<file path="config.mk">
export PLATFORM = sky130hd
export DESIGN_NAME = rect_motion
export DESIGN_NICKNAME = d
export VERILOG_FILES = /design/src/rtl/motion_pkg.sv /design/src/rtl/frame_strobe.sv /design/src/rtl/rect_motion.sv
export SDC_FILE = /design/constraint.sdc
export NUM_CORES = 1
export LEC_CHECK = 0
export CAP_MARGIN = 20
export CORE_UTILIZATION = 45
export CTS_CLUSTER_DIAMETER = 30
export DETAILED_ROUTE_END_ITERATION = 6
export PLACE_DENSITY = 0.69
export SLEW_MARGIN = 20
export SYNTH_ARGS = -nofsm -noshare
export SYNTH_HDL_FRONTEND = slang
export SYNTH_SLANG_ARGS = --single-unit
</file>
<file path="constraint.sdc">
create_clock -name clk_pix -period 6.1 [get_ports clk_pix]
set_input_delay 1.525 -clock clk_pix [delete_from_list [all_inputs] [get_ports clk_pix]]
set_output_delay 1.525 -clock clk_pix [all_outputs]
set_load 0.02 [all_outputs]
</file>
<file path="src/rtl/motion_pkg.sv">
// Shared definitions for the rectangle motion block and the render stage.
package motion_pkg;

   // Default geometry, shared with the render stage so both agree on the travel range
   localparam int H_RES_DEF      = 640;
   localparam int RECT_WIDTH_DEF = 200;

   typedef enum logic [2:0] {
      RIGHT  = 3'd0,
      LEFT   = 3'd1,
      HOLD_R = 3'd2,
      HOLD_L = 3'd3,
      PAUSE  = 3'd4
   } motion_state_t;

   // A speed of zero would stall the animation, so it is promoted to one pixel
   function automatic logic [10:0] step_of(input logic [2:0] speed);
      return (speed == 3'd0) ? 11'd1 : {8'd0, speed};
   endfunction

endpackage

</file>
<file path="src/rtl/frame_strobe.sv">
// Once-per-frame update strobe, decoded from the timing generator counters.
module frame_strobe
   import motion_pkg::*;
#(
   parameter int UPDATE_LINE = 480
) (
   input  logic       clk_pix,
   input  logic       rst_pix,
   input  logic [9:0] sx,
   input  logic [9:0] sy,
   output logic       tick
);

   localparam logic [9:0] LINE = 10'(UPDATE_LINE);

   logic r_tick;

   // Register the first-pixel-of-blanking-line decode so tick is a clean one-cycle pulse
   always_ff @(posedge clk_pix or posedge rst_pix) begin
      if (rst_pix) begin
         r_tick <= 1'b0;
      end else begin
         r_tick <= (sx == 10'd0) && (sy == LINE);
      end
   end

   assign tick = r_tick;

endmodule

</file>
<file path="src/rtl/rect_motion.sv">
// Bouncing rectangle position: moves once per frame, holds at each edge, pausable.
module rect_motion
   import motion_pkg::*;
#(
   parameter int H_RES       = H_RES_DEF,
   parameter int RECT_WIDTH  = RECT_WIDTH_DEF,
   parameter int UPDATE_LINE = 480,
   parameter int HOLD_FRAMES = 30
) (
   input  logic       clk_pix,
   input  logic       rst_pix,
   input  logic [9:0] sx,
   input  logic [9:0] sy,
   input  logic       run,
   input  logic [2:0] speed,
   output logic [9:0] sympos,
   output logic       dir,
   output logic       bounce
);

   localparam logic [10:0] MAX       = 11'(H_RES - RECT_WIDTH);
   localparam logic [7:0]  HOLD_INIT = (HOLD_FRAMES > 0) ? 8'(HOLD_FRAMES - 1) : 8'd0;
   localparam bit          HAS_HOLD  = (HOLD_FRAMES > 0);

   if (RECT_WIDTH >= H_RES || HOLD_FRAMES > 255) begin : g_param_err
      $error("rect_motion: RECT_WIDTH must be below H_RES and HOLD_FRAMES must not exceed 255");
   end

   motion_state_t r_state, r_resume;
   logic [9:0]    r_sympos;
   logic          r_dir, r_bounce;
   logic [7:0]    r_hold_cnt;

   logic          w_tick;
   motion_state_t w_eff;
   motion_state_t w_state_nx, w_resume_nx;
   logic [9:0]    w_sympos_nx;
   logic          w_dir_nx, w_bounce_nx;
   logic [7:0]    w_hold_nx;
   logic [10:0]   w_step, w_sum;
   logic          w_go_right, w_go_left;

   frame_strobe #(
      .UPDATE_LINE(UPDATE_LINE)
   ) u_strobe (
      .clk_pix (clk_pix),
      .rst_pix (rst_pix),
      .sx      (sx),
      .sy      (sy),
      .tick    (w_tick)
   );

   // Leaving PAUSE performs the saved state's action on the same tick
   assign w_eff  = (r_state == PAUSE) ? r_resume : r_state;
   assign w_step = step_of(speed);
   assign w_sum  = {1'b0, r_sympos} + w_step;

   // Next-state logic; everything holds except on a tick, and bounce defaults low
   always_comb begin
      w_state_nx  = r_state;
      w_resume_nx = r_resume;
      w_sympos_nx = r_sympos;
      w_dir_nx    = r_dir;
      w_bounce_nx = 1'b0;
      w_hold_nx   = r_hold_cnt;
      w_go_right  = 1'b0;
      w_go_left   = 1'b0;
      if (w_tick) begin
         if (!run) begin
            if (r_state != PAUSE) begin
               w_resume_nx = r_state;
               w_state_nx  = PAUSE;
            end
         end else begin
            case (w_eff)
               RIGHT:  w_go_right = 1'b1;
               LEFT:   w_go_left  = 1'b1;
               HOLD_R: begin
                  if (r_hold_cnt == 8'd0) begin
                     w_go_left = 1'b1;
                  end else begin
                     w_hold_nx  = r_hold_cnt - 8'd1;
                     w_state_nx = HOLD_R;
                  end
               end
               HOLD_L: begin
                  if (r_hold_cnt == 8'd0) begin
                     w_go_right = 1'b1;
                  end else begin
                     w_hold_nx  = r_hold_cnt - 8'd1;
                     w_state_nx = HOLD_L;
                  end
               end
               default: w_state_nx = RIGHT;
            endcase
         end
         if (w_go_right) begin
            if (w_sum >= MAX) begin
               w_sympos_nx = MAX[9:0];
               w_bounce_nx = 1'b1;
               w_dir_nx    = 1'b1;
               w_hold_nx   = HOLD_INIT;
               w_state_nx  = HAS_HOLD ? HOLD_R : LEFT;
            end else begin
               w_sympos_nx = w_sum[9:0];
               w_state_nx  = RIGHT;
            end
         end
         if (w_go_left) begin
            if ({1'b0, r_sympos} <= w_step) begin
               w_sympos_nx = 10'd0;
               w_bounce_nx = 1'b1;
               w_dir_nx    = 1'b0;
               w_hold_nx   = HOLD_INIT;
               w_state_nx  = HAS_HOLD ? HOLD_L : RIGHT;
            end else begin
               w_sympos_nx = r_sympos - w_step[9:0];
               w_state_nx  = LEFT;
            end
         end
      end
   end

   // State register; reset forces the rest position immediately, without a clock
   always_ff @(posedge clk_pix or posedge rst_pix) begin
      if (rst_pix) begin
         r_state    <= RIGHT;
         r_resume   <= RIGHT;
         r_sympos   <= 10'd0;
         r_dir      <= 1'b0;
         r_bounce   <= 1'b0;
         r_hold_cnt <= 8'd0;
      end else begin
         r_state    <= w_state_nx;
         r_resume   <= w_resume_nx;
         r_sympos   <= w_sympos_nx;
         r_dir      <= w_dir_nx;
         r_bounce   <= w_bounce_nx;
         r_hold_cnt <= w_hold_nx;
      end
   end

   assign sympos = r_sympos;
   assign dir    = r_dir;
   assign bounce = r_bounce;

endmodule

</file>
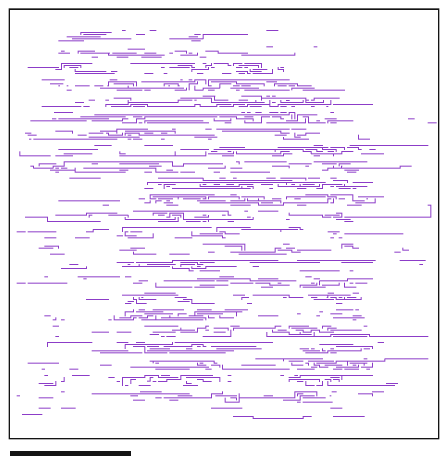
Figure 1: M1 wires.
Scale bar: 20 um.
The longest straight run is 32.2 um. 288 nets have wire on it. The layer carries 2540 um of wire.

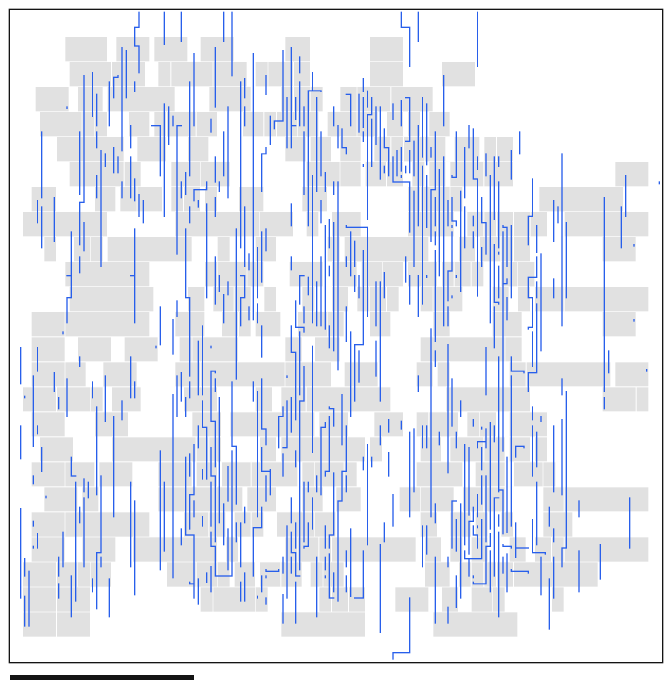
Figure 2: met2 routing.
Scale bar: 20 um. Cells faint in the background.
267 nets have wire on it. The layer carries 2250 um of wire.
total vias in the final route: 2122
global-route track usage on met2: 0.321

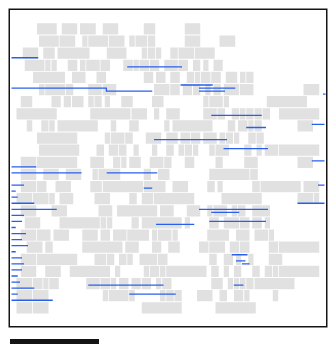
Figure 3: the metal 3 layer.
Scale bar: 20 um. Cells faint in the background.
46 nets have wire on it. The longest straight run is 21.2 um. The wires run mostly horizontal. The layer carries 291 um of wire. The layer holds 5.7% of the routed length.

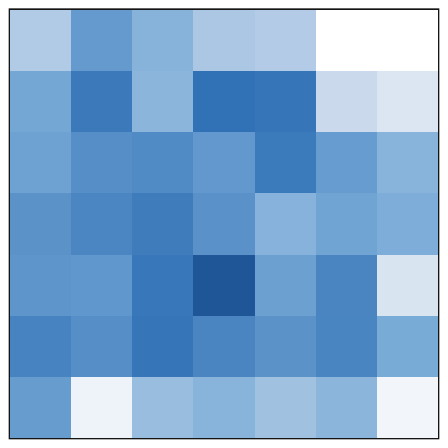
Figure 4: cell area per tile.
The die is cut into 7 by 7 equal tiles; white is low, dark blue is high, 0 to 100% covered.
4.1% of the tiles are nearly empty. 2.0% of the tiles are over 75% full. The mean over all tiles is 50%.

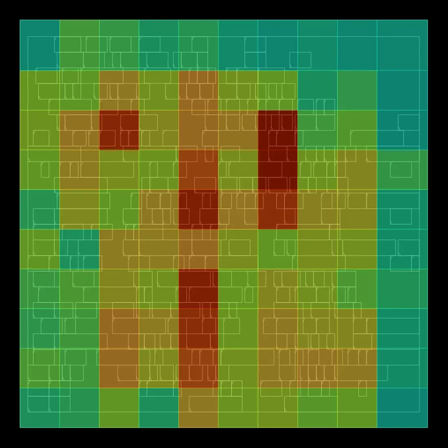
Figure 5: track usage over the die.
met1 layer usage reported by global route: 0.328
final routed wire length divided by cell count: 14.8 um
most utilized layer in the global route result: met1

==> changes_impl.md <==
### Metrics

- Outcome: finished clean
- Most common cell in the synthesized netlist: dfrtp_1
- MaxCap Viol Count: 0
- GP Congestion: 0.819
- Highest-delay cell along the critical path: clkdlybuf4s50_1
- Instance count on the critical path: 11
- Sequential logic power: 0.000179 W
- Die Y-Extent: 70.9 um
- Layout clock area frac: 0.0180
- Leading register cell type out of synthesis: dfrtp_1
- Worst hold slack after final layout: 0.507 ns
- Synth unique cells: roughly 65
- Register share after synthesis: 0.316
- Ratio of final minimum period to clock period: 0.711
- Number of nets at floorplan: 300
- Worst setup path start: speed[1]
- Non-Clock Buffer Count: 37
- MI comb cells: 209
- Cts bufs inserted: 3
- Area fraction in full adders, half adders and majority gates: 0.0598
- Number of tapcells: around 52
- Setup TNS Final: 0 ns
- Highest Clock Rate: 230 MHz
- Number of antenna cells inserted: 0
- Dominant kind of cell by area: combinational gates
- Avg Cell Area, Syn: roughly 8.1 um2
- Biggest cell delay along the critical path: 0.56 ns
- Clock transition at path regs: around 0.09 ns
- HPWL reported at the end of detailed placement: between 3000 and 4000 um
- Classification of the worst setup path: input port to register
- Growth of design area from synthesis to finish: 20.3%
- Worst setup EP type: register
- Combined buffer and inverter count along the critical path: 1
- Wire length of the first global-routing pass: 8930 um
- Cell accounting for the most synthesized area: dfrtp_1
- Number of nets with antenna violations after routing: 0
- Count of clock tree sinks: 27
- Maximum fanout along the worst path: 7
Power figures rest on the tool's default switching activity, not on a simulated workload.
